==> images/m1.png <==
Supply wires on this layer in gray.
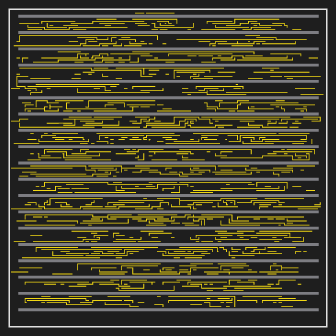
==> images/clock_nets.png <==
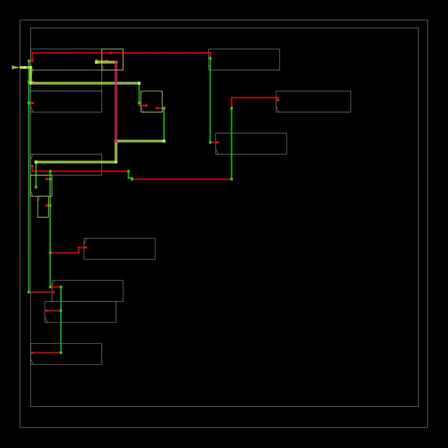
==> images/m4.png <==
Supply wires on this layer in gray.
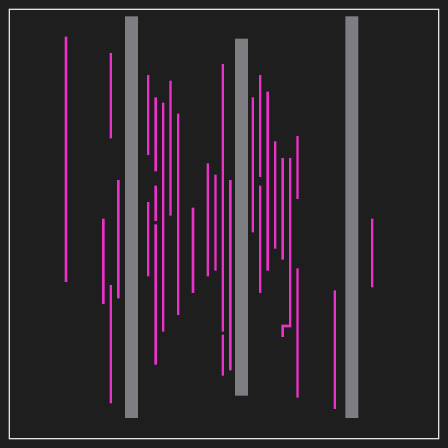
==> images/layers.png <==
Two of the layers only.
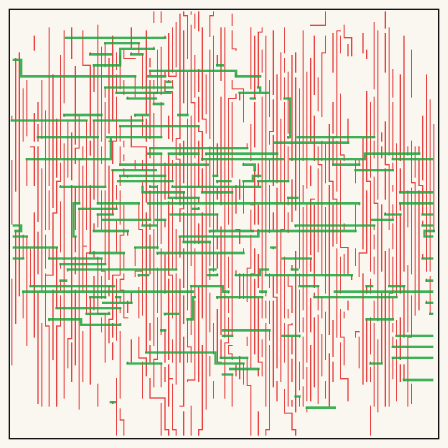
==> images/closeup.png <==
Scale bar: 10 µm. Window x 11 to 41, y 11 to 41 µm. Cells in gray, sequential cells in the stronger gray; small squares are vias.
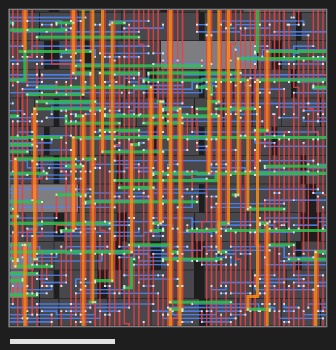
Design mc_controller, sky130hd; sources not shown.
==> results.yml <==
# yosys + openroad results
placed_design:
  dp.cells: 292
  routabilityCongestion: 0.882
sta:
  drv_slew: 0
  setup_violations: 12
  hold_violations: 0
  fmax_ghz: 0.384
  setup_ws_ns: -0.206
  rsz0062_at_grt: "yes"
  fin_crit_ns: 2.61
synthesis:
  synth_chip_area_um2: 1160
  syn_inst: 187
  synth_top_area_share_pct: 23.8
  ys.flops: 11
  ys_seq_share_pct: 23.8
  top_cells_by_count: "38 x nor2_1, 28 x inv_1, 28 x nand2_1"
  ys_cells: 187
  async_reset_ff_share_pct: 100
  top_cells_by_area: "dfrtp_1 24%, nor2_1 12%, nand3_1 10%"
  synth_cell_types: 36
  fa_ha_area_share_pct: 1.08
  ys_sh_simple_pct: 50.7
clocking:
  clk_pin_slew_ns: 0.09
  cts_hold_buffers: 0
  cts_resized: 129
  post-cts-setup-buffer-count: 14
  ctsLongestPathBuffers: 2
route:
  vias_per_cell: 6.28
  m1WireLength_um: 2360
  drtIter0Drc: 124
  top_layer_used: "met4"
  drc: 0
  routed-wl-met3_um: 664
  ant_nets: 0
critical_path:
  cp_cell_sequence: "buf_4 -> nand2_2 -> inv_2 -> nand3_1 -> nand3_2 -> nor2_4 -> nand3_2 -> nand2_1 -> inv_2 -> a21oi_2 -> clkbuf_2"
  cpMaxStageDelayCell: "nor2_4"
  r2r_cells: 11
  arrival_ns: 1.96
  r2r_slack_ns: 0.21
  cp-end-kind: "output pin"
  crit_family: "simple AND/OR/NAND/NOR gates"
status:
  run_status: "finished, violations left"
  violations: "setup timing"
final_layout:
  area_growth_pct: 97.9
  largest_reg_flops: 8
  n_antenna_cell: 0
  final_cell_mix: "58 x buf_4, 22 x nor2_1, 21 x inv_1"
  lay_top_count: "buf_4"
global_route:
  grt_max_degree: 12
  met3_usage_pct: 6.38
  antenna_found_initial: 0
  grt_pass1_wl_um: 7960
floorplan:
  rows: 18
  core_area_um2: 2450
  io_pins: 41
  die_y_um: 52.7
power:
  p_clk_mw: 0.149
  p_switching_mw: 0.271
  leakagePower_nw: 1.17
  comb-power_mw: 0.295
  seqPwrFrac_pct: 31.9
run:
  drv_cap: 0
About m1.png:
wire length on this layer: 2,360 µm
share of all routed wire: 35%
nets with wire on the layer: 289
WL final: 6700 µm
vias after detailed routing: 2,002
met1 Resource Use GR: 41.8%

About clock_nets.png:
Latency at later pin: 0.29 ns
Clock Buffer Count: 4
Clock Sinks: 11
final sequential cell count: 11

About m4.png:
nets with wire on the layer: 30
longest straight run: 32.6 µm
wire length on this layer: 448 µm
share of all routed wire: 6.7%

About layers.png:
[M3] green | wire length: 665 µm
[M2] red | wire length: 3,220 µm
Tot GR Track Use: 39.4%
routed len/inst: 21.0 µm

About closeup.png:
[M3] green
[M4] orange
[M1] blue
[M2] red
cells with their middle in the window: 110
most frequent: buf_4 (28), inv_1 (10)
sequential cells in the window: 2

## final cells by class
| class | instances | area (µm²) |
|---|---|---|
| clock buffer | 4 | 26.3 |
| fill | 77 | 164 |
| inverter | 32 | 128 |
| multi-input combinational | 142 | 1040 |
| sequential | 11 | 277 |
| tap | 30 | 37.5 |
| timing repair buffer | 100 | 781 |
## through the flow
step	hold slack (ns)	total power [mW]	utilization, %	worst slack (ns)
after floorplan	0.383	0.300	-	0.222
after global routing	0.536	0.670	93.3	-0.378
after global placement	0.464	0.409	76.2	-0.889
after detailed placement	0.481	0.417	76.2	-0.927
after CTS	0.493	0.569	85.6	-0.194
final	0.514	0.652	93.3	-0.206
Power figures rest on the tool's default switching activity, not on a simulated workload.
